File: src/rtl/fpadd_stream_ctrl_if.sv
// Operand/result stream bundle for fpadd_stream_ctrl.
//   in_valid/in_ready/in_x/in_y : operand-pair stream into the controller
//   out_valid/out_ready/out_r   : result stream out of the controller
// master = upstream/downstream side, slave = the controller.
`timescale 1ns/1ps
interface fpadd_stream_ctrl_if;
    logic        in_valid;
    logic        in_ready;
    logic [33:0] in_x;
    logic [33:0] in_y;
    logic        out_valid;
    logic        out_ready;
    logic [33:0] out_r;

    modport master (
        output in_valid, in_x, in_y, out_ready,
        input  in_ready, out_valid, out_r
    );

    modport slave (
        input  in_valid, in_x, in_y, out_ready,
        output in_ready, out_valid, out_r
    );
endinterface

File: src/rtl/fpadd_stream_ctrl.sv
// Streaming controller around a FloPoCo single-precision adder with a fixed
// pipeline latency of NUM_STAGES cycles (34-bit FloPoCo operands).
//   clk, rst_n          : clock, asynchronous active-low reset
//   s (slave modport)   : operand stream in, result stream out (FWFT FIFO head)
//   add_x/add_y/add_ce  : drive the adder
//   add_r               : adder result, valid NUM_STAGES enabled cycles later
//   flag_clr            : clears the sticky flags
//   flag_nan/flag_inf   : sticky, set when a NaN/Inf result enters the FIFO
// A valid-bit shift register mirrors the adder pipeline so only real results
// are captured. Input acceptance is credit based: a pair is accepted only if
// its result is guaranteed a FIFO slot, so the adder never has to stall.
`timescale 1ns/1ps
module fpadd_stream_ctrl #(
    parameter int NUM_STAGES = 2,
    parameter int FIFO_DEPTH = NUM_STAGES + 2
) (
    input  logic               clk,
    input  logic               rst_n,
    fpadd_stream_ctrl_if.slave s,
    output logic [33:0]        add_x,
    output logic [33:0]        add_y,
    output logic               add_ce,
    input  logic [33:0]        add_r,
    input  logic               flag_clr,
    output logic               flag_nan,
    output logic               flag_inf
);
    // SW holds FIFO_DEPTH + NUM_STAGES, the largest possible credit sum.
    localparam int SW = $clog2(FIFO_DEPTH + NUM_STAGES + 1);
    localparam int PW = (FIFO_DEPTH > 1) ? $clog2(FIFO_DEPTH) : 1;
    localparam logic [PW-1:0] PTR_LAST = PW'(FIFO_DEPTH - 1);
    localparam logic [SW-1:0] DEPTH_W  = SW'(FIFO_DEPTH);

    generate
        if (NUM_STAGES < 0 || NUM_STAGES > 6) begin : g_bad_stages
            $error("fpadd_stream_ctrl: NUM_STAGES must be in 0..6");
        end
        if (FIFO_DEPTH < NUM_STAGES + 1) begin : g_bad_depth
            $error("fpadd_stream_ctrl: FIFO_DEPTH must be >= NUM_STAGES+1");
        end
    endgenerate

    logic          in_fire;
    logic          out_fire;
    logic          res_v;
    logic [SW-1:0] inflight;
    logic [SW-1:0] fifo_count_reg;
    logic [PW-1:0] wr_ptr_reg;
    logic [PW-1:0] rd_ptr_reg;
    logic          flag_nan_reg;
    logic          flag_inf_reg;
    logic [33:0]   mem [FIFO_DEPTH];

    // Credit check uses registered state only: no out_ready -> in_ready path.
    assign s.in_ready  = (fifo_count_reg + inflight) < DEPTH_W;
    assign in_fire     = s.in_valid & s.in_ready;
    assign s.out_valid = (fifo_count_reg != '0);
    assign s.out_r     = mem[rd_ptr_reg];
    assign out_fire    = s.out_valid & s.out_ready;

    assign add_x  = s.in_x;
    assign add_y  = s.in_y;
    // Idle adder is frozen; its stale contents are never captured (vp all zero).
    assign add_ce = in_fire | (inflight != '0);

    generate
        if (NUM_STAGES == 0) begin : g_no_pipe
            // Combinational adder: result is present in the firing cycle.
            assign inflight = '0;
            assign res_v    = in_fire;
        end else begin : g_pipe
            genvar gi;
            logic [NUM_STAGES-1:0] vp_reg;
            logic [NUM_STAGES-1:0] vp_next;

            assign vp_next[0] = in_fire;
            for (gi = 1; gi < NUM_STAGES; gi++) begin : g_shift
                assign vp_next[gi] = vp_reg[gi-1];
            end

            // Advances in lock-step with the adder's ce.
            always_ff @(posedge clk or negedge rst_n) begin
                if (!rst_n) begin
                    vp_reg <= '0;
                end else if (add_ce) begin
                    vp_reg <= vp_next;
                end
            end

            always_comb begin
                inflight = '0;
                for (int i = 0; i < NUM_STAGES; i++) begin
                    inflight = inflight + SW'(vp_reg[i]);
                end
            end

            assign res_v = add_ce & vp_reg[NUM_STAGES-1];
        end
    endgenerate

    // Storage carries no reset; occupancy is tracked by the pointers/count.
    // Read is combinational so the head word falls through to out_r.
    always_ff @(posedge clk) begin
        if (res_v) begin
            mem[wr_ptr_reg] <= add_r;
        end
    end

    always_ff @(posedge clk or negedge rst_n) begin
        if (!rst_n) begin
            wr_ptr_reg     <= '0;
            rd_ptr_reg     <= '0;
            fifo_count_reg <= '0;
        end else begin
            if (res_v) begin
                wr_ptr_reg <= (wr_ptr_reg == PTR_LAST) ? '0 : wr_ptr_reg + PW'(1);
            end
            if (out_fire) begin
                rd_ptr_reg <= (rd_ptr_reg == PTR_LAST) ? '0 : rd_ptr_reg + PW'(1);
            end
            case ({res_v, out_fire})
                2'b10:   fifo_count_reg <= fifo_count_reg + SW'(1);
                2'b01:   fifo_count_reg <= fifo_count_reg - SW'(1);
                default: fifo_count_reg <= fifo_count_reg;
            endcase
        end
    end

    // A setting push wins over a simultaneous clear.
    always_ff @(posedge clk or negedge rst_n) begin
        if (!rst_n) begin
            flag_nan_reg <= 1'b0;
            flag_inf_reg <= 1'b0;
        end else begin
            flag_nan_reg <= (flag_nan_reg & ~flag_clr) | (res_v & (add_r[33:32] == 2'b11));
            flag_inf_reg <= (flag_inf_reg & ~flag_clr) | (res_v & (add_r[33:32] == 2'b10));
        end
    end

    assign flag_nan = flag_nan_reg;
    assign flag_inf = flag_inf_reg;
endmodule

File: src/flat_wrapper.sv
// flat-port wrapper written by rule: the top's interface ports become plain ports
module fpadd_stream_ctrl_flat 
#(
    parameter int NUM_STAGES = 2,
    parameter int FIFO_DEPTH = NUM_STAGES + 2
)
  (clk, rst_n, add_x, add_y, add_ce, add_r, flag_clr, flag_nan, flag_inf, s_in_valid, s_in_x, s_in_y, s_out_ready, s_in_ready, s_out_valid, s_out_r);
  fpadd_stream_ctrl_if s_i ();
  input  logic clk;
  input  logic rst_n;
  output logic [33:0] add_x;
  output logic [33:0] add_y;
  output logic add_ce;
  input  logic [33:0] add_r;
  input  logic flag_clr;
  output logic flag_nan;
  output logic flag_inf;
  input wire logic [$bits(s_i.in_valid)-1:0] s_in_valid;
  input wire logic [$bits(s_i.in_x)-1:0] s_in_x;
  input wire logic [$bits(s_i.in_y)-1:0] s_in_y;
  input wire logic [$bits(s_i.out_ready)-1:0] s_out_ready;
  output wire logic [$bits(s_i.in_ready)-1:0] s_in_ready;
  output wire logic [$bits(s_i.out_valid)-1:0] s_out_valid;
  output wire logic [$bits(s_i.out_r)-1:0] s_out_r;
  assign s_i.in_valid = s_in_valid;
  assign s_i.in_x = s_in_x;
  assign s_i.in_y = s_in_y;
  assign s_i.out_ready = s_out_ready;
  assign s_in_ready = s_i.in_ready;
  assign s_out_valid = s_i.out_valid;
  assign s_out_r = s_i.out_r;
  fpadd_stream_ctrl #(.NUM_STAGES(NUM_STAGES), .FIFO_DEPTH(FIFO_DEPTH)) u_core (.clk(clk), .rst_n(rst_n), .s(s_i), .add_x(add_x), .add_y(add_y), .add_ce(add_ce), .add_r(add_r), .flag_clr(flag_clr), .flag_nan(flag_nan), .flag_inf(flag_inf));
endmodule
File: config.mk
export PLATFORM = sky130hd
export DESIGN_NAME = fpadd_stream_ctrl_flat
export DESIGN_NICKNAME = d
export VERILOG_FILES = /design/src/rtl/fpadd_stream_ctrl_if.sv /design/src/rtl/fpadd_stream_ctrl.sv /design/src/flat_wrapper.sv
export SDC_FILE = /design/constraint.sdc
export NUM_CORES = 1
export LEC_CHECK = 0
export CAP_MARGIN = 30
export CORE_MARGIN = 2
export CORE_UTILIZATION = 30
export DETAILED_ROUTE_END_ITERATION = 10
export SYNTH_ARGS = -nofsm -noshare
export SYNTH_HDL_FRONTEND = slang
export SYNTH_SLANG_ARGS = --single-unit
File: constraint.sdc
create_clock -name clk -period 2.86 [get_ports clk]
set_clock_uncertainty 0.2 [all_clocks]
set_input_delay 0.286 -clock clk [delete_from_list [all_inputs] [get_ports clk]]
set_output_delay 0.286 -clock clk [all_outputs]
set_load 0.05 [all_outputs]
registers.png
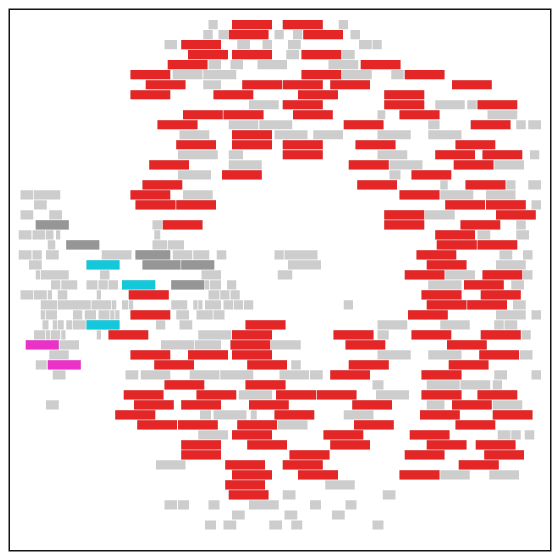
legend:
  red:
    signal: u_core.mem
    flops: 136
  cyan:
    signal: u_core.fifo_count_reg
    flops: 3
  magenta:
    signal: u_core.g_pipe.vp_reg
    flops: 2
not coloured: 6

cell_classes.png
Fill, decap, tap and diode cells in grey.
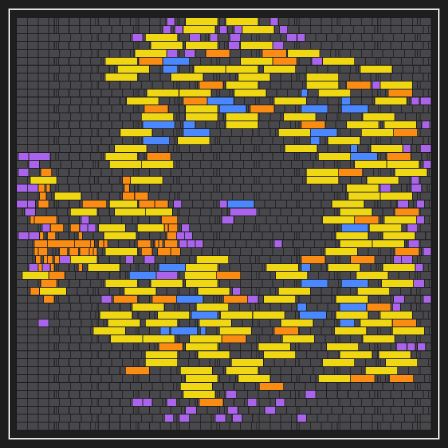
legend:
  purple:
    class: other buffers and delay cells
    cells: 95
  yellow:
    class: flops
    cells: 147
  blue:
    class: clock drivers and dummy loads
    cells: 32
  orange:
    class: all other logic
    cells: 88
final instance area: 7446 sq um
Seq/total area: 58.61%
Core ar.: 20100 sq um
final core occ: 37.04%
FP Rows: 52

final_placement.png
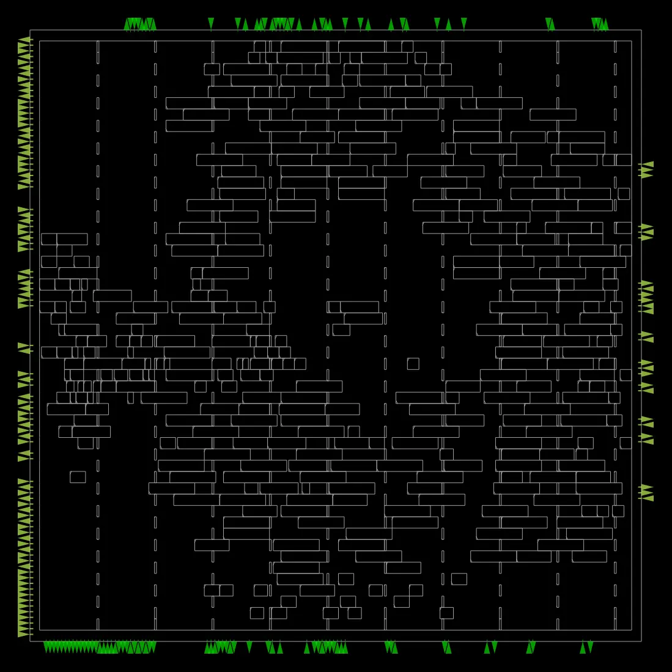
layout filler cell count: 1815
seq_cells: 147
tap cell count: 270
fin cells: 632

wire_density.png
Bar = 50 um. The die is cut into 29 by 29 equal tiles; black is low, pale yellow is high, scaled to the fullest tile. Values are wire area over tile area, all layers added.
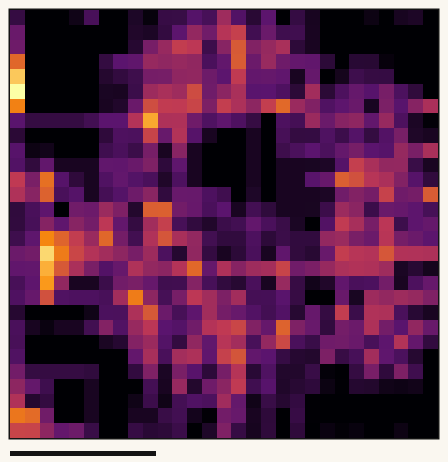
mean over tiles: 0.088
tiles over half the peak: 7.3%
fullest tile: 0.41
nearly empty tiles: 20%
Post-Route WL: 11.86 mm
Vias: 2755
post-DR wirelength/cell: 18.77 um
Tot GR Track Use: 11.23%

==> impl_metrics.json <==
{
  "status": "completed",
  "gr-usage-met1_pct": 13.00,
  "powerDensity_nw_per_um2": 1243,
  "power.internal_mw": 5.775,
  "p_sw_mw": 3.481,
  "top_area_share_pct": 66.76,
  "min_path_type": "in2async",
  "nets": 466,
  "synth.avg_cell_area_sq_um": 19.67,
  "area_growth_pct": 21.72,
  "slowest_delay_ns": 0.40,
  "synth_nets": 428,
  "clock.fmax_ghz": 0.3605,
  "nClkBuffers": 22,
  "switching_share_pct": 37.61,
  "required_ns": 3.01,
  "synth_area_sq_um": 6117,
  "openroad.warnings": 30,
  "ys_sh_aoi_pct": 1.289,
  "p_clk_share_pct": 24.8,
  "peakVddDrop_v": 0.0005294,
  "maxSlewHeadroom_pct": 64.17,
  "path_class": "reg2reg"
}
